run_1/pdn.png
The bar under the picture is 20 um long. Pins as bars on the die edge. Tap cells in grey.
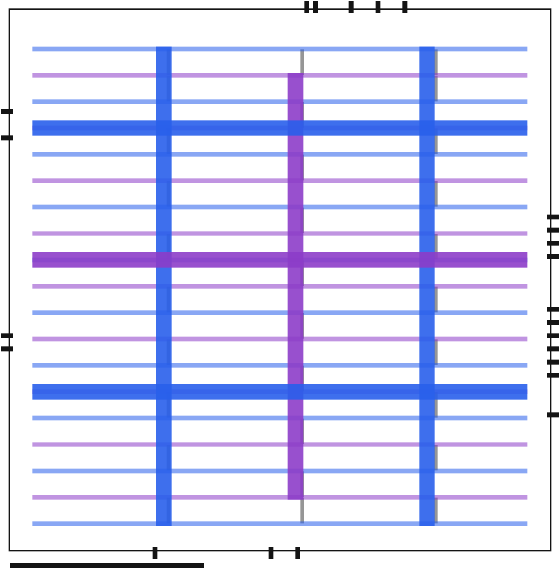
run_1/cell_classes.png
The bar under the picture is 20 um long.
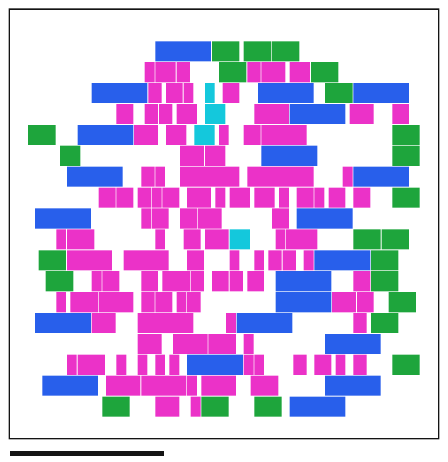
run_1/clock_map.png
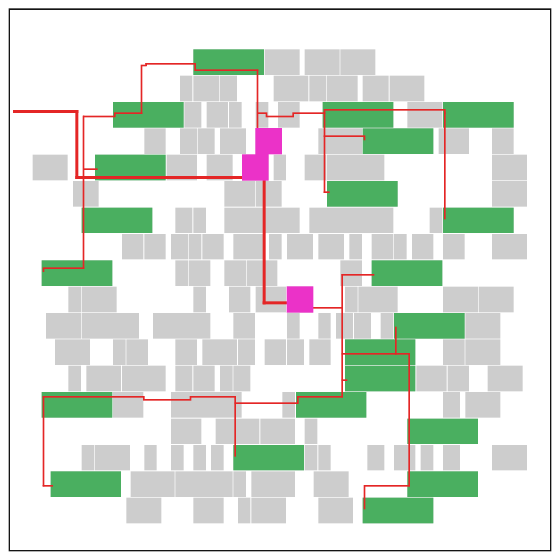
run_1/metal_stack.png
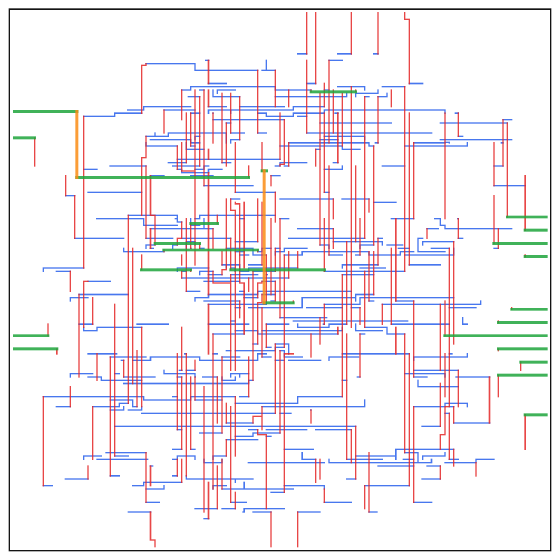
`src/rtl/updown_count_monitor.sv`:
```
// updown_count_monitor
//
// Watches the value of an external up/down counter and classifies each
// enabled sample against the previous one: hold, up by one, down by one,
// or an illegal jump. It reports wrap-around steps, keeps a sticky error
// flag and counts consecutive steps in the same direction.
//
// Ports
//   clk        in   rising-edge clock
//   reset      in   synchronous active-high reset, dominates all other inputs
//   en         in   sample enable; count_in is only looked at when en=1
//   count_in   in   [WIDTH-1:0] observed counter value
//   clr_err    in   clears the sticky err flag (an illegal step on the same edge wins)
//   valid      out  at least one sample taken since reset
//   dir        out  [1:0] last classified step: 00 hold, 01 up, 10 down, 11 illegal
//   wrap_up    out  one-cycle pulse on an up step from all-ones to zero
//   wrap_down  out  one-cycle pulse on a down step from zero to all-ones
//   err        out  sticky illegal-step flag
//   run_len    out  [WIDTH-1:0] consecutive same-direction steps, saturating
//   dbg_state  out  [2:0] FSM state (EMPTY=0, HOLD=1, UP=2, DOWN=3, ERR=4)
//
// Handshake: there is no flow control. Every rising edge with en=1 is one
// sample; all outputs are registered and show the result of that sample
// right after the edge that took it.

module updown_count_monitor #(
  parameter int WIDTH = 5
) (
  input  logic             clk,
  input  logic             reset,
  input  logic             en,
  input  logic [WIDTH-1:0] count_in,
  input  logic             clr_err,
  output logic             valid,
  output logic [1:0]       dir,
  output logic             wrap_up,
  output logic             wrap_down,
  output logic             err,
  output logic [WIDTH-1:0] run_len,
  output logic [2:0]       dbg_state
);

  typedef enum logic [2:0] {
    S_EMPTY = 3'd0,
    S_HOLD  = 3'd1,
    S_UP    = 3'd2,
    S_DOWN  = 3'd3,
    S_ERR   = 3'd4
  } state_e;

  typedef enum logic [1:0] {
    LS_NONE = 2'd0,
    LS_UP   = 2'd1,
    LS_DOWN = 2'd2
  } last_step_e;

  localparam logic [WIDTH-1:0] ZERO = '0;
  localparam logic [WIDTH-1:0] ONE  = {{(WIDTH-1){1'b0}}, 1'b1};
  localparam logic [WIDTH-1:0] MAXV = '1;

  localparam logic [1:0] DIR_HOLD = 2'b00;
  localparam logic [1:0] DIR_UP   = 2'b01;
  localparam logic [1:0] DIR_DOWN = 2'b10;
  localparam logic [1:0] DIR_ILL  = 2'b11;

  state_e           state_q, state_d;
  last_step_e       last_q, last_d;
  logic [WIDTH-1:0] prev_q, prev_d;
  logic             valid_q, valid_d;
  logic [1:0]       dir_q, dir_d;
  logic             wrap_up_q, wrap_up_d;
  logic             wrap_down_q, wrap_down_d;
  logic             err_q, err_d;
  logic [WIDTH-1:0] run_q, run_d;
  logic [WIDTH-1:0] delta;

  // Modular difference; the subtraction wraps naturally at WIDTH bits.
  assign delta = count_in - prev_q;

  always_comb begin
    state_d     = state_q;
    last_d      = last_q;
    prev_d      = prev_q;
    valid_d     = valid_q;
    dir_d       = dir_q;
    run_d       = run_q;
    // Wrap flags are pulses: cleared on every edge unless a wrap happens.
    wrap_up_d   = 1'b0;
    wrap_down_d = 1'b0;
    // clr_err acts even with en=0; an illegal step below overrides it.
    err_d       = clr_err ? 1'b0 : err_q;

    if (en) begin
      if (state_q == S_EMPTY) begin
        // First sample only establishes the reference value.
        prev_d  = count_in;
        valid_d = 1'b1;
        dir_d   = DIR_HOLD;
        state_d = S_HOLD;
      end else begin
        prev_d = count_in;
        if (delta == ZERO) begin
          // Hold leaves run_len and last_step untouched.
          dir_d   = DIR_HOLD;
          state_d = S_HOLD;
        end else if (delta == ONE) begin
          dir_d     = DIR_UP;
          state_d   = S_UP;
          run_d     = (last_q != LS_UP) ? ONE :
                      (run_q == MAXV)   ? MAXV : run_q + ONE;
          last_d    = LS_UP;
          wrap_up_d = (prev_q == MAXV);
        end else if (delta == MAXV) begin
          dir_d       = DIR_DOWN;
          state_d     = S_DOWN;
          run_d       = (last_q != LS_DOWN) ? ONE :
                        (run_q == MAXV)     ? MAXV : run_q + ONE;
          last_d      = LS_DOWN;
          wrap_down_d = (prev_q == ZERO);
        end else begin
          dir_d   = DIR_ILL;
          state_d = S_ERR;
          run_d   = ZERO;
          last_d  = LS_NONE;
          err_d   = 1'b1;
        end
      end
    end
  end

  always_ff @(posedge clk) begin
    if (reset) begin
      state_q     <= S_EMPTY;
      last_q      <= LS_NONE;
      prev_q      <= ZERO;
      valid_q     <= 1'b0;
      dir_q       <= DIR_HOLD;
      wrap_up_q   <= 1'b0;
      wrap_down_q <= 1'b0;
      err_q       <= 1'b0;
      run_q       <= ZERO;
    end else begin
      state_q     <= state_d;
      last_q      <= last_d;
      prev_q      <= prev_d;
      valid_q     <= valid_d;
      dir_q       <= dir_d;
      wrap_up_q   <= wrap_up_d;
      wrap_down_q <= wrap_down_d;
      err_q       <= err_d;
      run_q       <= run_d;
    end
  end

  assign valid     = valid_q;
  assign dir       = dir_q;
  assign wrap_up   = wrap_up_q;
  assign wrap_down = wrap_down_q;
  assign err       = err_q;
  assign run_len   = run_q;
  assign dbg_state = state_q;

endmodule

```
`config.mk`:
```
export PLATFORM = sky130hd
export DESIGN_NAME = updown_count_monitor
export DESIGN_NICKNAME = d
export VERILOG_FILES = /design/src/rtl/updown_count_monitor.sv
export SDC_FILE = /design/constraint.sdc
export NUM_CORES = 1
export LEC_CHECK = 0
export CORE_MARGIN = 2
export CORE_UTILIZATION = 45
export DETAILED_ROUTE_END_ITERATION = 7
export MAX_ROUTING_LAYER = met4
export PLACE_DENSITY = 0.71
export SKIP_CTS_REPAIR_TIMING = 1
export SYNTH_ARGS = -nofsm -noshare
export SYNTH_HDL_FRONTEND = slang
export SYNTH_SLANG_ARGS = --single-unit
```
`constraint.sdc`:
```
create_clock -name clk -period 4.1 [get_ports clk]
set_clock_uncertainty 0.2 [all_clocks]
set_input_delay 0.82 -clock clk [delete_from_list [all_inputs] [get_ports clk]]
set_output_delay 0.82 -clock clk [all_outputs]
set_load 0.05 [all_outputs]
```
==> impl_results.html, run 1 <==
<h3>Run summary</h3>
<table>
<tr><th>Metric</th><th>Value</th></tr>
<tr><th colspan="2">Worst setup path</th></tr>
<tr><td>Largest delay share family, worst path</td><td>AND-OR/OR-AND gates</td></tr>
<tr><td>Critical path, cell by cell</td><td>clkdlybuf4s50_1 &gt; inv_1 &gt; ha_1 &gt; fa_1 &gt; nand2b_1 &gt; a21oi_1 &gt; xnor2_2 &gt; and3_1 &gt; a22oi_1 &gt; o41ai_2</td></tr>
<tr><td>Category of the worst setup path launch point</td><td>primary input</td></tr>
<tr><td>Worst Reg2Reg Path Length in Cells</td><td>8</td></tr>
<tr><td>Crit path required time</td><td>4.11 ns</td></tr>
<tr><td>Worst Setup EP</td><td>run_len[1]$_SDFFE_PP0P_</td></tr>
<tr><td>Worst setup startpoint</td><td>count_in[0]</td></tr>
<tr><td>End of the worst register-to-register path</td><td>run_len[1]$_SDFFE_PP0P_</td></tr>
<tr><td>Start of the worst register-to-register path</td><td>prev_q[0]$_SDFFE_PP0P_</td></tr>
<tr><td>WP buf/inv</td><td>2</td></tr>
<tr><td>Maximum single-stage delay on the critical path</td><td>0.47 ns</td></tr>
<tr><td>Endpoint kind of the worst setup timing path</td><td>flop</td></tr>
<tr><td>Slowest library cell on the worst path</td><td>sky130_fd_sc_hd__clkdlybuf4s50_1</td></tr>
<tr><td>Largest fanout on the critical path</td><td>9</td></tr>
<tr><td>CP arrival</td><td>3.41 ns</td></tr>
<tr><th colspan="2">Power and ir drop</th></tr>
<tr><td>VDD IR-drop max</td><td>0.2014 mV</td></tr>
<tr><td>Total design power</td><td>0.4576 mW</td></tr>
<tr><td>Clock network power</td><td>0.0994 mW</td></tr>
<tr><td>P_leak</td><td>0.5575 nW</td></tr>
<tr><td>Switching Fraction</td><td>0.3385</td></tr>
<tr><td>Clock power frac</td><td>0.217</td></tr>
<tr><td>Power in sequential cells</td><td>0.222 mW</td></tr>
<tr><td>Switching power</td><td>0.1549 mW</td></tr>
<tr><td>Power of the combinational group</td><td>0.137 mW</td></tr>
<tr><td>Relative contribution of combinational cells to total power</td><td>0.298</td></tr>
<tr><td>Proportion of power drawn by flip-flops and latches</td><td>0.484</td></tr>
<tr><td>PD cells</td><td>311.0 nW/um^2</td></tr>
<tr><th colspan="2">Layout</th></tr>
<tr><td>Share of post-route cells with drive strength above 1</td><td>0.1026</td></tr>
<tr><td>Count of nets after finishing</td><td>172</td></tr>
<tr><td>Most common library cell in the layout ignoring fill and taps</td><td>sky130_fd_sc_hd__clkdlybuf4s50_1</td></tr>
<tr><td>Area growth from synthesis to layout</td><td>22.37%</td></tr>
<tr><td>Number of inverters outside the clock class in the layout</td><td>9</td></tr>
<tr><td>Buffering overhead</td><td>0.1548</td></tr>
<tr><td>Gate Area</td><td>725.7 sq um</td></tr>
<tr><td>Most numerous logic cells after layout</td><td>sky130_fd_sc_hd__clkdlybuf4s50_1, sky130_fd_sc_hd__dfxtp_1, sky130_fd_sc_hd__nor2_1</td></tr>
<tr><td>Number of sequential cells in the layout</td><td>21</td></tr>
<tr><td>Register cell area after layout</td><td>420.4 sq um</td></tr>
<tr><td>Filler Cell Count</td><td>238</td></tr>
<tr><td>Buffers outside the clock class</td><td>23</td></tr>
<tr><td>Share of cell area taken by flip-flops and latches</td><td>0.2857</td></tr>
<tr><td>Post-layout util</td><td>0.5886</td></tr>
<tr><td>CLK BUF</td><td>4</td></tr>
<tr><td>Final instance area</td><td>1471 sq um</td></tr>
<tr><td>Clock tree cell share of total cell area</td><td>0.01786</td></tr>
<tr><td>Multi-input combinational area share</td><td>0.4932</td></tr>
<tr><td>Count of non-filler cells in the finished layout</td><td>186</td></tr>
<tr><td>Mi-comb count</td><td>99</td></tr>
<tr><td>Ant diodes</td><td>0</td></tr>
<tr><th colspan="2">Synth</th></tr>
<tr><td>Area share of the largest cell type after synthesis</td><td>0.3496</td></tr>
<tr><td>Adder and majority gate portion of the synthesized area</td><td>0.06868</td></tr>
<tr><td>Fraction of the yosys area taken by sequential cells</td><td>0.3496</td></tr>
<tr><td>Cells in synth_stat.txt</td><td>133</td></tr>
<tr><td>Floorplan net count</td><td>148</td></tr>
<tr><td>Area figure in the yosys stat output</td><td>1202 sq um</td></tr>
<tr><td>Compound-gate portion of the synthesized area</td><td>0.1644</td></tr>
<tr><td>Cell taking the most area after synthesis</td><td>sky130_fd_sc_hd__dfxtp_1</td></tr>
<tr><td>Post-synthesis average cell area</td><td>9.041 sq um</td></tr>
<tr><td>Number of enable-type register cells in the synthesized netlist</td><td>0</td></tr>
<tr><td>Ys Warns</td><td>0</td></tr>
<tr><td>Fraction of registers with async set/reset</td><td>0</td></tr>
<tr><td>Most repeated cell in the gate-level netlist after synthesis</td><td>sky130_fd_sc_hd__dfxtp_1</td></tr>
<tr><td>Cell Area, Synth</td><td>1202 sq um</td></tr>
<tr><td>Main flop type</td><td>sky130_fd_sc_hd__dfxtp_1</td></tr>
<tr><td>Top cells by area, synth</td><td>sky130_fd_sc_hd__dfxtp_1, sky130_fd_sc_hd__ha_1, sky130_fd_sc_hd__nor2_1, sky130_fd_sc_hd__mux2i_1, sky130_fd_sc_hd__nand2b_1</td></tr>
<tr><td>Cell types with the highest counts after synthesis</td><td>sky130_fd_sc_hd__dfxtp_1, sky130_fd_sc_hd__nor2_1, sky130_fd_sc_hd__inv_1, sky130_fd_sc_hd__nand2b_1</td></tr>
<tr><td>Share of the synthesized netlist area taken by xor and xnor gates</td><td>0.04787</td></tr>
<tr><td>Simple Share, Synth</td><td>0.2810</td></tr>
<tr><td>Post-synthesis cell count</td><td>133</td></tr>
<tr><td>Top comb family, area</td><td>simple AND/OR/NAND/NOR gates</td></tr>
<tr><td>Area fraction in mux cells</td><td>0.04162</td></tr>
<tr><td>Cell Type Count</td><td>41</td></tr>
<tr><th colspan="2">Timing</th></tr>
<tr><td>Unrepaired setup endpoints after global routing</td><td>false</td></tr>
<tr><td>Max-slew violation total from the final report</td><td>0</td></tr>
<tr><td>Count of endpoints failing setup in the final report</td><td>0</td></tr>
<tr><td>Worst-margin pin slew</td><td>0.5739 ns</td></tr>
<tr><td>Hold Fails Final Rpt</td><td>0</td></tr>
<tr><td>Rel. slew slack</td><td>0.6139</td></tr>
<tr><td>Total negative slack</td><td>0 ns</td></tr>
<tr><td>Slack of the critical path</td><td>0.7006 ns</td></tr>
<tr><td>FMAX</td><td>294.2 MHz</td></tr>
<tr><td>Final cycle utilization of the critical path</td><td>0.8291</td></tr>
<tr><th colspan="2">Placement</th></tr>
<tr><td>Global placement routability congestion</td><td>0.7996</td></tr>
<tr><td>Cell area after placement</td><td>1445 sq um</td></tr>
<tr><td>Count of buffers inserted at the top-level ports</td><td>22</td></tr>
<tr><td>Instance count after placement with tap cells included</td><td>182</td></tr>
<tr><td>Worst Setup Slack post-DPL</td><td>0.3933 ns</td></tr>
<tr><td>Detailed Place HPWL</td><td>1844 um</td></tr>
<tr><th colspan="2">Die</th></tr>
<tr><td>Core Area</td><td>2500 sq um</td></tr>
<tr><td>Total die area</td><td>3101 sq um</td></tr>
<tr><td>Die Span X</td><td>55.69 um</td></tr>
<tr><td>Chip height</td><td>55.69 um</td></tr>
<tr><td>Top-level port count</td><td>23</td></tr>
<tr><td>Std-Cell Rows</td><td>18</td></tr>
<tr><td>Core utilization before placement</td><td>0.4810</td></tr>
<tr><td>Count of inserted tapcells</td><td>30</td></tr>
<tr><th colspan="2">Global route</th></tr>
<tr><td>Met1 demand-to-capacity share in global routing</td><td>0.2014</td></tr>
<tr><td>Vias in the first global route</td><td>979</td></tr>
<tr><td>Global-route usage over all layers</td><td>0.1665</td></tr>
<tr><td>Pin count of the biggest net entering global routing</td><td>24</td></tr>
<tr><td>Wire length of the first global-routing pass</td><td>4160 um</td></tr>
<tr><td>GRT overflow</td><td>0</td></tr>
<tr><td>GRT met3 Usage</td><td>0.03023</td></tr>
<tr><td>Layer carrying the most global-route usage</td><td>met2</td></tr>
<tr><td>Number of antenna violations at the first check in global routing</td><td>0</td></tr>
<tr><td>Grt met2 use</td><td>0.2857</td></tr>
<tr><th colspan="2">Detailed routing</th></tr>
<tr><td>Average routed wire per standard cell</td><td>12.78 um</td></tr>
<tr><td>DRT Pass-1 Iters</td><td>4</td></tr>
<tr><td>Wire length reported by the detailed router</td><td>2378 um</td></tr>
<tr><td>Antenna violation net count after detailed routing</td><td>0</td></tr>
<tr><td>Detailed-route via count</td><td>1037</td></tr>
<tr><td>Met3 wirelength from detailed routing</td><td>120 um</td></tr>
<tr><td>Detailed Route Iter0 Violations</td><td>21</td></tr>
<tr><td>Routed wire length on met2</td><td>1165 um</td></tr>
<tr><td>Top routing layer in use</td><td>met4</td></tr>
<tr><td>Residual DRC</td><td>0</td></tr>
<tr><td>WL met1</td><td>1071 um</td></tr>
<tr><th colspan="2">Min path</th></tr>
<tr><td>Min-Delay Path Depth</td><td>2</td></tr>
<tr><td>Worst hold path class</td><td>flop to flop</td></tr>
<tr><td>Endpoint, Worst Hold</td><td>valid$_SDFFE_PP0P_</td></tr>
<tr><td>Launch instance of the worst min-delay path</td><td>valid$_SDFFE_PP0P_</td></tr>
<tr><th colspan="2">CTS</th></tr>
<tr><td>Sink count of the clock tree</td><td>21</td></tr>
<tr><td>Root Buffer Master</td><td>sky130_fd_sc_hd__clkbuf_4</td></tr>
<tr><td>Clock tree from TritonCTS</td><td>yes</td></tr>
<tr><td>Clock transition at the registers of the reported paths</td><td>0.12 ns</td></tr>
<tr><td>CTS buffer count</td><td>3</td></tr>
<tr><td>Maximum clock path buffer count</td><td>2</td></tr>
<tr><td>Clock latency reported for the late side of the worst-skew pair</td><td>0.30 ns</td></tr>
<tr><th colspan="2">Run</th></tr>
<tr><td>Max-cap violations</td><td>0</td></tr>
<tr><td>Log Warnings</td><td>26</td></tr>
<tr><th colspan="2">Status</th></tr>
<tr><td>Run status</td><td>finished, final reports clean</td></tr>
</table>
## Picture notes: pdn.png
legend:
  blue:
    net: VSS
  purple:
    net: VDD
met1 rails: 19
met5 straps: 3

## Picture notes: cell_classes.png
legend:
  blue:
    class: flip-flops
    cells: 21
    share_of_their_area: 29%
  cyan:
    class: clock drivers and dummy loads
    cells: 4
    share_of_their_area: 1.8%
  green:
    class: other buffers and delay cells
    cells: 23
    share_of_their_area: 16%
  magenta:
    class: all other logic
    cells: 108
    share_of_their_area: 53%

## Picture notes: clock_map.png
legend:
  red:
    item: clock wires
    length: 248 um
  green:
    item: flip-flops
    count: 21
  magenta:
    item: cells driving clock nets
    count: 3
flops lie: widely spread

## Picture notes: metal_stack.png
legend:
  orange:
    layer: met4
    wire_length: 20.4 um
  green:
    layer: met3
    wire_length: 121 um
  blue:
    layer: met1
    wire_length: 1070 um
  red:
    layer: met2
    wire_length: 1170 um

run_1/final_congestion.png
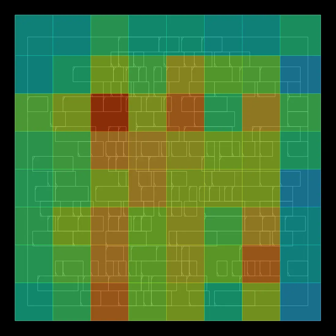

==> run 2: changes to the inputs <==
==> constraint.sdc (replaced) <==
create_clock -name clk -period 3.3 [get_ports clk]
set_clock_uncertainty 0.2 [all_clocks]
set_input_delay 0.66 -clock clk [delete_from_list [all_inputs] [get_ports clk]]
set_output_delay 0.66 -clock clk [all_outputs]
set_load 0.05 [all_outputs]
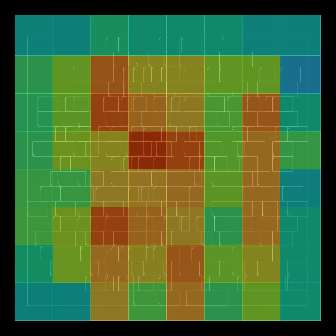
run_2/final_congestion.png
post-layout util: 0.6281
layer carrying the most global-route usage: met2
met1 demand-to-capacity share in global routing: 0.2331
average routed wire per standard cell: 13.10 um
GRT met3 Usage: 0.02791

==> run 2 against run 1 <==
Compared with the run above: synthesized cell count is the same; sequential power grew 24%; synthesized area unchanged; largest cell class unchanged; sequential cell count is the same; worst hold slack got worse by 0.015 ns; non-clock buffer count is 13 higher.
==> impl_results.html, run 2 <==
<h3>Run summary</h3>
<table>
<tr><th>Metric</th><th>Value</th></tr>
<tr><th colspan="2">Status</th></tr>
<tr><td>Run status</td><td>finished, final reports clean</td></tr>
<tr><th colspan="2">Layout</th></tr>
<tr><td>CLK BUF</td><td>3 (-1)</td></tr>
<tr><td>Register cell area after layout</td><td>420.4 sq um (unchanged)</td></tr>
<tr><td>Most numerous logic cells after layout</td><td>sky130_fd_sc_hd__clkdlybuf4s50_1, sky130_fd_sc_hd__dfxtp_1, sky130_fd_sc_hd__nor2_1</td></tr>
<tr><td>Buffers outside the clock class</td><td>36 (+57%)</td></tr>
<tr><td>Most common library cell in the layout ignoring fill and taps</td><td>sky130_fd_sc_hd__clkdlybuf4s50_1</td></tr>
<tr><td>Area growth from synthesis to layout</td><td>30.59%</td></tr>
<tr><td>Number of sequential cells in the layout</td><td>21 (unchanged)</td></tr>
<tr><td>Mi-comb count</td><td>99 (unchanged)</td></tr>
<tr><td>Multi-input combinational area share</td><td>0.4622 (-0.03105)</td></tr>
<tr><td>Count of nets after finishing</td><td>185 (+7.6%)</td></tr>
<tr><td>Number of inverters outside the clock class in the layout</td><td>9 (unchanged)</td></tr>
<tr><td>Clock tree cell share of total cell area</td><td>0.01753 (-0.0003273)</td></tr>
<tr><td>Share of post-route cells with drive strength above 1</td><td>0.1775 (+0.07495)</td></tr>
<tr><td>Gate Area</td><td>725.7 sq um (unchanged)</td></tr>
<tr><th colspan="2">Timing</th></tr>
<tr><td>Total negative slack</td><td>0 ns (unchanged)</td></tr>
<tr><td>Rel. slew slack</td><td>0.6515 (+0.03761)</td></tr>
<tr><td>Count of endpoints failing setup in the final report</td><td>0 (unchanged)</td></tr>
<tr><td>FMAX</td><td>318.4 MHz</td></tr>
<tr><td>Hold Fails Final Rpt</td><td>0 (unchanged)</td></tr>
<tr><td>Slack of the critical path</td><td>0.1590 ns (-0.5416 ns)</td></tr>
<tr><td>Unrepaired setup endpoints after global routing</td><td>false</td></tr>
<tr><th colspan="2">CTS</th></tr>
<tr><td>Clock tree from TritonCTS</td><td>yes</td></tr>
<tr><td>Sink count of the clock tree</td><td>21 (unchanged)</td></tr>
<tr><td>Clock transition at the registers of the reported paths</td><td>0.12 ns (about the same)</td></tr>
<tr><td>Clock latency reported for the late side of the worst-skew pair</td><td>0.31 ns (about the same)</td></tr>
<tr><td>CTS buffer count</td><td>3 (unchanged)</td></tr>
<tr><th colspan="2">Worst setup path</th></tr>
<tr><td>End of the worst register-to-register path</td><td>run_len[2]$_SDFFE_PP0P_</td></tr>
<tr><td>CP arrival</td><td>3.20 ns (-0.21 ns)</td></tr>
<tr><td>WP buf/inv</td><td>2 (unchanged)</td></tr>
<tr><td>Worst Reg2Reg Path Length in Cells</td><td>8 (unchanged)</td></tr>
<tr><td>Crit path required time</td><td>3.36 ns (-0.75 ns)</td></tr>
<tr><td>Endpoint kind of the worst setup timing path</td><td>flop</td></tr>
<tr><td>Worst Setup EP</td><td>run_len[2]$_SDFFE_PP0P_</td></tr>
<tr><td>Category of the worst setup path launch point</td><td>primary input</td></tr>
<tr><td>Maximum single-stage delay on the critical path</td><td>0.48 ns (about the same)</td></tr>
<tr><td>Largest fanout on the critical path</td><td>9 (unchanged)</td></tr>
<tr><td>Start of the worst register-to-register path</td><td>prev_q[0]$_SDFFE_PP0P_</td></tr>
<tr><td>Largest delay share family, worst path</td><td>AND-OR/OR-AND gates</td></tr>
<tr><th colspan="2">Die</th></tr>
<tr><td>Chip height</td><td>55.69 um (unchanged)</td></tr>
<tr><td>Core Area</td><td>2500 sq um (unchanged)</td></tr>
<tr><td>Count of inserted tapcells</td><td>30 (unchanged)</td></tr>
<tr><td>Core utilization before placement</td><td>0.4810 (unchanged)</td></tr>
<tr><td>Die Span X</td><td>55.69 um (unchanged)</td></tr>
<tr><th colspan="2">Global route</th></tr>
<tr><td>Number of antenna violations at the first check in global routing</td><td>0 (unchanged)</td></tr>
<tr><td>Global-route usage over all layers</td><td>0.1890 (+0.02250)</td></tr>
<tr><td>Vias in the first global route</td><td>1070 (+9.3%)</td></tr>
<tr><td>GRT overflow</td><td>0 (unchanged)</td></tr>
<tr><th colspan="2">Placement</th></tr>
<tr><td>Cell area after placement</td><td>1543 sq um (+6.8%)</td></tr>
<tr><td>Detailed Place HPWL</td><td>2034 um (+10%)</td></tr>
<tr><td>Global placement routability congestion</td><td>0.8323 (+4.1%)</td></tr>
<tr><td>Count of buffers inserted at the top-level ports</td><td>22 (unchanged)</td></tr>
<tr><td>Instance count after placement with tap cells included</td><td>195 (+7.1%)</td></tr>
<tr><td>Worst Setup Slack post-DPL</td><td>-0.1714 ns (-0.5647 ns)</td></tr>
<tr><th colspan="2">Synth</th></tr>
<tr><td>Compound-gate portion of the synthesized area</td><td>0.1644 (unchanged)</td></tr>
<tr><td>Post-synthesis cell count</td><td>133 (unchanged)</td></tr>
<tr><td>Adder and majority gate portion of the synthesized area</td><td>0.06868 (unchanged)</td></tr>
<tr><td>Fraction of the yosys area taken by sequential cells</td><td>0.3496 (unchanged)</td></tr>
<tr><td>Area figure in the yosys stat output</td><td>1202 sq um (unchanged)</td></tr>
<tr><td>Main flop type</td><td>sky130_fd_sc_hd__dfxtp_1</td></tr>
<tr><td>Simple Share, Synth</td><td>0.2810 (unchanged)</td></tr>
<tr><td>Cell Type Count</td><td>41 (unchanged)</td></tr>
<tr><td>Cell types with the highest counts after synthesis</td><td>sky130_fd_sc_hd__dfxtp_1, sky130_fd_sc_hd__nor2_1, sky130_fd_sc_hd__inv_1, sky130_fd_sc_hd__nand2b_1</td></tr>
<tr><td>Cell Area, Synth</td><td>1202 sq um (unchanged)</td></tr>
<tr><td>Area share of the largest cell type after synthesis</td><td>0.3496 (unchanged)</td></tr>
<tr><td>Top cells by area, synth</td><td>sky130_fd_sc_hd__dfxtp_1, sky130_fd_sc_hd__ha_1, sky130_fd_sc_hd__nor2_1, sky130_fd_sc_hd__mux2i_1, sky130_fd_sc_hd__nand2b_1</td></tr>
<tr><td>Post-synthesis average cell area</td><td>9.041 sq um (unchanged)</td></tr>
<tr><td>Cells in synth_stat.txt</td><td>133 (unchanged)</td></tr>
<tr><th colspan="2">Run</th></tr>
<tr><td>Max-cap violations</td><td>0 (unchanged)</td></tr>
<tr><th colspan="2">Power and ir drop</th></tr>
<tr><td>P_leak</td><td>0.6244 nW (+12%)</td></tr>
<tr><td>Switching power</td><td>0.2024 mW (+31%)</td></tr>
<tr><td>Clock network power</td><td>0.128 mW (+29%)</td></tr>
<tr><td>Power of the combinational group</td><td>0.190 mW (+39%)</td></tr>
<tr><td>Relative contribution of combinational cells to total power</td><td>0.320 (+0.022)</td></tr>
<tr><td>Switching Fraction</td><td>0.3417 (+0.003182)</td></tr>
<tr><td>Total design power</td><td>0.5922 mW (+29%)</td></tr>
<tr><td>Clock power frac</td><td>0.215 (-0.002)</td></tr>
<tr><td>PD cells</td><td>377.1 nW/um^2 (+21%)</td></tr>
<tr><td>Power in sequential cells</td><td>0.275 mW (+24%)</td></tr>
<tr><th colspan="2">Detailed routing</th></tr>
<tr><td>Top routing layer in use</td><td>met4</td></tr>
<tr><td>DRT Pass-1 Iters</td><td>6 (+2)</td></tr>
<tr><td>Routed wire length on met2</td><td>1318 um (+13%)</td></tr>
<tr><td>Detailed Route Iter0 Violations</td><td>31 (+48%)</td></tr>
<tr><td>Detailed-route via count</td><td>1085 (+4.6%)</td></tr>
<tr><th colspan="2">Min path</th></tr>
<tr><td>Launch instance of the worst min-delay path</td><td>last_q[1]$_SDFFE_PP0P_</td></tr>
<tr><td>Endpoint, Worst Hold</td><td>last_q[1]$_SDFFE_PP0P_</td></tr>
<tr><td>Min-Delay Path Depth</td><td>2 (unchanged)</td></tr>
<tr><td>Worst hold path class</td><td>flop to flop</td></tr>
</table>
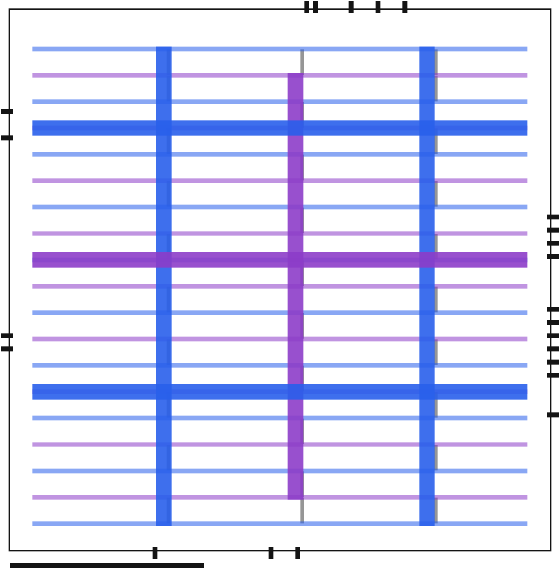
run_2/pdn.png
The bar under the picture is 20 um long. Pins as bars on the die edge. Tap cells in grey.
legend:
  blue:
    net: VSS
  purple:
    net: VDD
met4 straps: 3
met1 rails: 19
rows: 18

Power figures rest on the tool's default switching activity, not on a simulated workload.
